Fig. 1: floorplan with the power grid
Bar = 50 um. Pins as bars on the die edge.
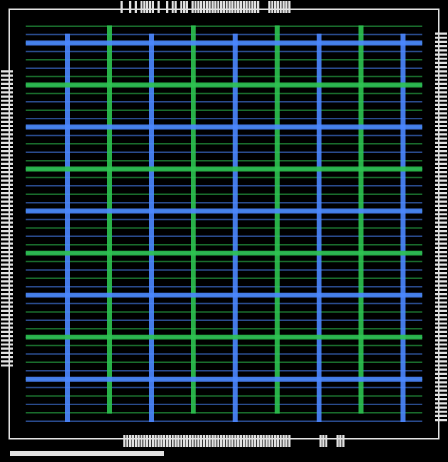
Fig. 2: track usage over the die
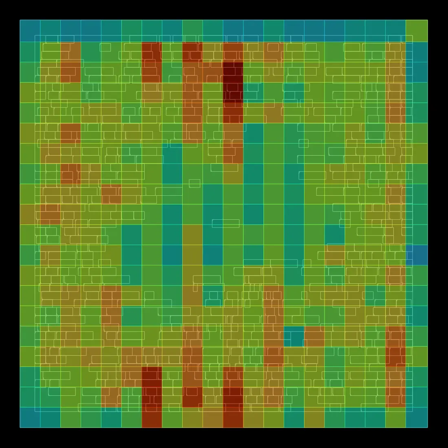
Fig. 3: cell area per tile
Bar = 50 um. The die is cut into 14 by 14 equal tiles; black is low, pale yellow is high, 0 to 100% covered.
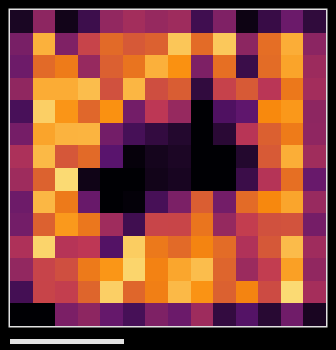
Fig. 4: placement by cell class
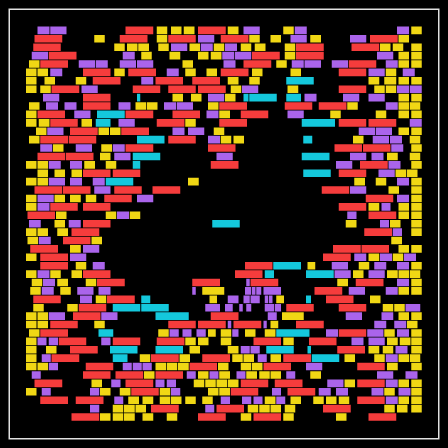
$ cat config.mk
export PLATFORM = sky130hd
export DESIGN_NAME = pipe_mem_arbiter
export DESIGN_NICKNAME = d
export VERILOG_FILES = /design/src/rtl/pipe_arb_pkg.sv /design/src/rtl/pipe_arb_perf.sv /design/src/rtl/pipe_mem_arbiter.sv
export SDC_FILE = /design/constraint.sdc
export NUM_CORES = 1
export LEC_CHECK = 0
export ABC_CLOCK_PERIOD_IN_PS = 2900
export CAP_MARGIN = 15
export CORE_MARGIN = 5
export CORE_UTILIZATION = 35
export CTS_CLUSTER_SIZE = 28
export DETAILED_ROUTE_END_ITERATION = 6
export PLACE_DENSITY = 0.7
export SYNTH_ARGS = -nofsm -noshare
export SYNTH_HDL_FRONTEND = slang
export SYNTH_SLANG_ARGS = --single-unit
export TNS_END_PERCENT = 10
$ cat constraint.sdc
create_clock -name clk -period 2.9 [get_ports clk]
set_input_delay 0.29 -clock clk [delete_from_list [all_inputs] [get_ports clk]]
set_output_delay 0.29 -clock clk [all_outputs]
set_load 0.01 [all_outputs]
$ cat src/rtl/pipe_arb_pkg.sv
// pipe_arb_pkg: shared types, port ids and counter-width helper for the pipeline memory arbiter
package pipe_arb_pkg;
  typedef enum logic [1:0] {IDLE, BUSY_I, BUSY_D} state_t;
  localparam logic PORT_I = 1'b0;
  localparam logic PORT_D = 1'b1;
  function automatic int clog2(input int v);
    int r;
    r = 0;
    while ((1 << r) < v) r++;
    return r;
  endfunction
endpackage

$ cat src/rtl/pipe_arb_perf.sv
// pipe_arb_perf: saturating stall-cycle counters for the fetch and data ports
// Ports: clk, rst_n (async active-low), stall_if/stall_mem in, perf_if_wait/perf_d_wait out.
module pipe_arb_perf (
  input  logic        clk,
  input  logic        rst_n,
  input  logic        stall_if,
  input  logic        stall_mem,
  output logic [31:0] perf_if_wait,
  output logic [31:0] perf_d_wait
);
  always_ff @(posedge clk or negedge rst_n)
    if (!rst_n) begin
      perf_if_wait <= '0;
      perf_d_wait  <= '0;
    end else begin
      if (stall_if && !(&perf_if_wait)) perf_if_wait <= perf_if_wait + 32'd1;
      if (stall_mem && !(&perf_d_wait)) perf_d_wait <= perf_d_wait + 32'd1;
    end
endmodule

$ cat src/rtl/pipe_mem_arbiter.sv
// pipe_mem_arbiter: shares one fixed-latency single-port memory between the IF and MEM stages
// Ports: clk, rst_n (async active-low); fetch port if_req/if_addr/if_kill -> if_ack/if_rdata;
//   data port d_req/d_we/d_be/d_addr/d_wdata -> d_ack/d_rdata; memory side m_en/m_we/m_be/
//   m_addr/m_wdata <- m_rdata; stall_if/stall_mem to hazard logic.
// Macro PIPE_ARB_PERF_EN adds perf_if_wait/perf_d_wait stall-cycle counters.
module pipe_mem_arbiter
  import pipe_arb_pkg::*;
#(
  parameter int ADDR_W  = 32,
  parameter int DATA_W  = 32,
  parameter int MEM_LAT = 2
) (
  input  logic                clk,
  input  logic                rst_n,
  input  logic                if_req,
  input  logic [ADDR_W-1:0]   if_addr,
  input  logic                if_kill,
  output logic                if_ack,
  output logic [DATA_W-1:0]   if_rdata,
  input  logic                d_req,
  input  logic                d_we,
  input  logic [DATA_W/8-1:0] d_be,
  input  logic [ADDR_W-1:0]   d_addr,
  input  logic [DATA_W-1:0]   d_wdata,
  output logic                d_ack,
  output logic [DATA_W-1:0]   d_rdata,
  output logic                m_en,
  output logic                m_we,
  output logic [DATA_W/8-1:0] m_be,
  output logic [ADDR_W-1:0]   m_addr,
  output logic [DATA_W-1:0]   m_wdata,
  input  logic [DATA_W-1:0]   m_rdata,
  output logic                stall_if,
  output logic                stall_mem
`ifdef PIPE_ARB_PERF_EN
  ,
  output logic [31:0]         perf_if_wait,
  output logic [31:0]         perf_d_wait
`endif
);
  localparam int CW = clog2(MEM_LAT) < 1 ? 1 : clog2(MEM_LAT);
  localparam logic [CW-1:0] LAST = CW'(MEM_LAT - 1);
  state_t state, state_n;
  logic [CW-1:0] cnt;
  logic kill_pend, d_elig, i_elig, grant, win, done, i_fin;
  // A request whose ack is high this cycle is the one just served, still held by the stage.
  always_comb begin
    d_elig  = d_req & ~d_ack;
    i_elig  = if_req & ~if_ack;
    grant   = (state == IDLE) & (d_elig | i_elig);
    win     = d_elig ? PORT_D : PORT_I;
    done    = (state != IDLE) & (cnt == LAST);
    i_fin   = done & (state == BUSY_I) & ~(kill_pend | if_kill);
    state_n = grant ? (win == PORT_D ? BUSY_D : BUSY_I) : done ? IDLE : state;
  end
  assign m_en      = state != IDLE;
  assign stall_if  = if_req & ~if_ack;
  assign stall_mem = d_req & ~d_ack;
  always_ff @(posedge clk or negedge rst_n)
    if (!rst_n) state <= IDLE;
    else        state <= state_n;
  always_ff @(posedge clk or negedge rst_n)
    if (!rst_n) begin
      cnt       <= '0;
      kill_pend <= 1'b0;
      if_ack    <= 1'b0;
      d_ack     <= 1'b0;
      if_rdata  <= '0;
      d_rdata   <= '0;
      m_we      <= 1'b0;
      m_be      <= '0;
      m_addr    <= '0;
      m_wdata   <= '0;
    end else begin
      cnt       <= (state == IDLE || done) ? '0 : cnt + 1'b1;
      kill_pend <= (state == BUSY_I) & ~done & (kill_pend | if_kill);
      if_ack    <= i_fin;
      d_ack     <= done & (state == BUSY_D);
      if (i_fin) if_rdata <= m_rdata;
      if (done && state == BUSY_D && !m_we) d_rdata <= m_rdata;
      if (grant) begin
        m_we    <= (win == PORT_D) & d_we;
        m_be    <= win == PORT_D ? d_be : '1;
        m_addr  <= win == PORT_D ? d_addr : if_addr;
        m_wdata <= win == PORT_D ? d_wdata : '0;
      end
    end
`ifdef PIPE_ARB_PERF_EN
  pipe_arb_perf u_perf (
    .clk          (clk),
    .rst_n        (rst_n),
    .stall_if     (stall_if),
    .stall_mem    (stall_mem),
    .perf_if_wait (perf_if_wait),
    .perf_d_wait  (perf_d_wait)
  );
`endif
endmodule

==> impl_metrics.toml <==
# generated from flow reports
[outcome]
status = "complete, no violations"

[critical_path]
r2r_cells = 3
cp-start-kind = "flip-flop"
crit_chain = "nor2b_1, nand3_2, mux2_2"
ff2ff_setup_slack_ns = 0.81

[synth]
yosysWarnings = 0
postSynthCellCount = 347
top_logic_kind = "multiplexers"
ys_chip_area_um2 = 5780
synthTopCellsByArea = "dfrtp_1 (60%), mux2_4 (15%), mux2_2 (14%)"

[clock_network]
cts_max_level = 4
clockBufferDepth = 2

[final_layout]
seq_area_um2 = 3480
nFillCells = 1270

[final_timing]
slew_headroom = 0.392

[route]
route.met3.wl_um = 1650
via_count = 4070

[global_routing]
met3_usage = 0.0815

[power]
powerClk_mw = 2.27
total_leakage_power_nw = 4.03

[floorplan]
dieHeight_um = 139
-- Fig. 1 (at the start) --
Green is VDD. Blue is VSS.
The core has 47 rows. 9 straps on met4. 276 signal pins sit on the boundary. 48 met1 rails follow the rows.

-- Fig. 2 (at the start) --
final core utilization: 0.570
busiest layer in global routing: met2

-- Fig. 3 (at the start) --
The densest ninth of the die: bottom middle. 6.6% of the tiles are nearly empty. The fullest tile reaches 92%. The mean over all tiles is 47%. 18% of the tiles are over 75% full. The emptiest ninth of the die: middle.
Floorplan Utilization: 0.352
CORE AREA: 16400 um^2

-- Fig. 4 (at the start) --
Red is registers, cells 139, share of their area 38%. Purple is remaining logic cells, cells 187, share of their area 23%. Yellow is remaining buffers and delay cells, cells 283, share of their area 31%. Cyan is clock drivers and dummy loads, cells 32, share of their area 6.9%.

